**Metal 1**

Drawn at 4 px/µm. Cells faint in the background.
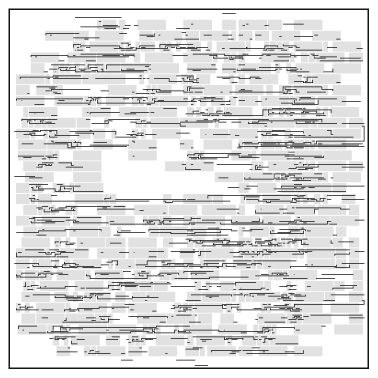
**Metal 2**

Drawn at 6 px/µm.
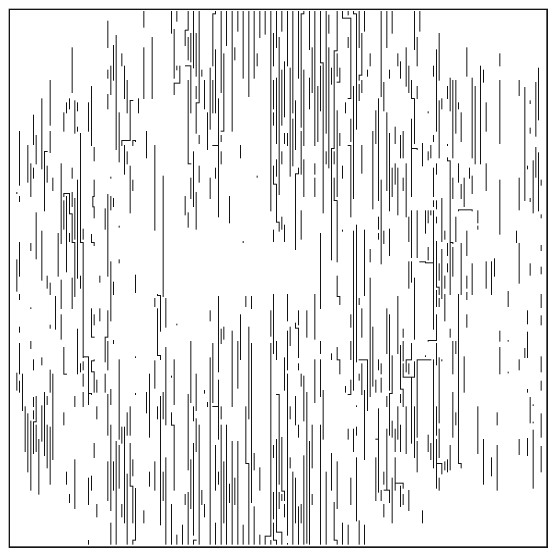
**M3 wires**

Drawn at 3 px/µm. Cells faint in the background.
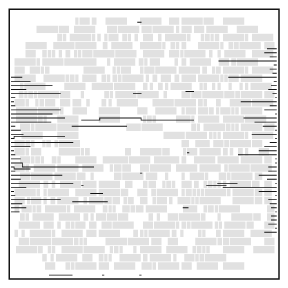
Design ldr_unit, sky130hd; sources not shown.
==> GITHUB_STEP_SUMMARY <==
## PnR job results

| Metric | Value |
|---|---|
| Top Layout Cells | 141 x nand2_1, 85 x dfxtp_1, 72 x buf_12, 70 x a21oi_1, 70 x clkdlybuf4s50_1 |
| Yosys stat chip area | around 0.0030 mm² |
| Via/cell ratio | 4.62 |
| Peak VDD IR | ~0.00063 V |
| Reg-to-reg slack, setup | ~0.3 ns |
| Area grow syn2layout | 83.7% |
| Cts repair resizes | 3 |
| # fillers | ~510 |
| Reg clk slew, reported paths | 0.08 ns |
| Clk ins delay skew pair | ~0.34 ns |
| Grt ovf | 0 |
| Fmax | 0.686 GHz |
| First-pass GRT wire length | approximately 13,000 µm |
| Most frequent logic cell in the layout | nand2_1 |
| CTS HTree Levels | 3 |
| R2R depth | 5 |
| Tcrit/Tclk final | between 90% and 100% |
| Combinational power share | roughly 22% |
| GP Congestion | slightly below 0.8 |
| Init Core Util | between 40% and 50% |
| First-pass DRT Iterations | 4 |
| Worst hold path class | primary input to flop |
| Max-Cap Viols | 0 |
| Cell Type Count | 20 |
| Final Util | 74.7% |
| Psw | about 1500 µW |
| Total track usage | approximately 21% |
| Initial antenna violation count | 0 |
| Yosys cell count | about 360 |
| Initial DRC Count | a little under 90 |
| Post-Layout Cell Count | around 600 |
| ANT cells | 0 |
| Vias in the first global route | 2,739 |
| Hold slack | 0.445 ns |
| Cell Pwr Density | roughly 970 mW/mm² |
| Crit Path Category | flop to output pin |
| WP data required | around 1.2 ns |
| Placed Cells | between 500 and 600 |
| Max stage delay cell, worst path | dfxtp_4 |
| CTS sink count | roughly 87 |
| Post-synth seq share | between 50% and 60% |
| Mean post-synth cell area | about 8.3 µm² |
| Post-CTS Setup Bufs | 1 |
| IO Pins | between 150 and 200 |
| Yosys top cell by area | dfxtp_1 |
| CP cell instances | or2_2 > buf_12 |
| Count of tool warnings | 26 |
| Setup_tns | 0 ns |
| Worst hold path cell count | 3 |
| Fa+ha+maj area frac | 0% |
| Leakage power | between 0.002 and 0.0025 µW |
| Mux share | 0% |
| Sequential share of power | 47.0% |
| Syn Std Cell Area | 0.00298 mm² |
| Area share, top type | 58.5% |
| Int Pwr | roughly 3800 µW |
| Remaining antenna violation count | 0 |
| CTS tree | yes |
| Final setup viols | 0 |
| Detailed Place HPWL | 6080 µm |
| # DRC | 0 |
| Placeable Area | ~0.0073 mm² |
| Die x size | just under 90 µm |
| Worst clock skew | approximately 0.0069 ns |
| Layout Nets | just under 600 |
| Tmin final | 1.46 ns |
| Die Size | between 0.007 and 0.008 mm² |
| AND/OR/NAND/NOR Cells, Area Fraction | between 20% and 30% |
| Port Buffers | around 150 |
| Multi-input logic area | 0.00105 mm² |
| CTS Buffer Depth | 2 |
| CP arrival | approximately 1.2 ns |
| Worst Setup Start Kind | flop |
| Die Y | 89.4 µm |
| Status | complete, no violations |
| Hold_buf cts | 0 |
| Mapped Cells | between 300 and 400 |
-- 'metal 1' (at the start) --
nets with wire on the layer	485
wire length on this layer	3,380 µm
share of all routed wire	42%
grt met1 use: 24.2%
Routed WL: 8080 µm
vias after detailed routing: 2,843

-- 'metal 2' (at the start) --
main direction	vertical
share of all routed wire	49%
nets with wire on the layer	483
met2 Usage GRT: 34.9%

-- 'M3 wires' (at the start) --
wire length on this layer	560 µm
main direction	horizontal
nets with wire on the layer	88
GR Layer Usage met3: 5.63%

per-layer routing:
layer,global-route usage [%],up-vias,wire length [µm]
met5,0,-,0
met4,9.96,0,184
met3,5.63,14,559
met2,34.9,102,3950
met1,24.2,1281,3380
li1,-,1446,-
cell usage after synthesis (all sizes together):
| library cell | instances |
|---|---|
| nand2 | 141 |
| dfxtp | 87 |
| a21oi | 70 |
| buf | 18 |
| nor2 | 17 |
| clkbuf | 8 |
| nor3 | 4 |
| nand2b | 3 |
| nor2b | 2 |
| and3b | 1 |
| and4b | 1 |
| and4bb | 1 |
| conb | 1 |
| inv | 1 |
| nand3b | 1 |
| o21ai | 1 |
| or2 | 1 |
layout make-up:
cell class / count / area share (%)
Tap cell: 99 / 2.26
Clock inverter: 6 / 1.26
Timing Repair Buffer: 168 / 42.7
Clock buffer: 10 / 2.51
Inverter: 1 / 0.0686
Multi-Input combinational cell: 244 / 19.3
Sequential cell: 87 / 32.0
critical path, delay by kind of cell (launching register included):
kind | cells | cell delay, ns
AND/OR/NAND/NOR | 1 | 0.31
flip-flops | 1 | 0.35
buffers and inverters | 1 | 0.16
metrics by stage:
| stage | power, µW | setup WS [ns] | cell area [µm²] |
|---|---|---|---|
| 3_3_place_gp | 3690 | 0.0181 | 5240 |
| 2_1_floorplan | 3060 | 0.394 | 2980 |
| 4_1_cts | 5360 | 0.00436 | 5460 |
| 3_5_place_dp | 3710 | -0.0415 | 5240 |
| 5_1_grt | 5520 | 0.00688 | 5470 |
| 6_report | 5310 | 0.0432 | 5470 |
power by group through the flow:
stage	Clock [µW]	Combinational, µW	Sequential (µW)
after global placement	0	1140	2550
after global routing	1790	1220	2510
after floorplan	0	264	2800
final	1660	1160	2500
after detailed placement	0	1150	2560
after CTS	1700	1160	2500
Power and IR drop assume default switching activity.
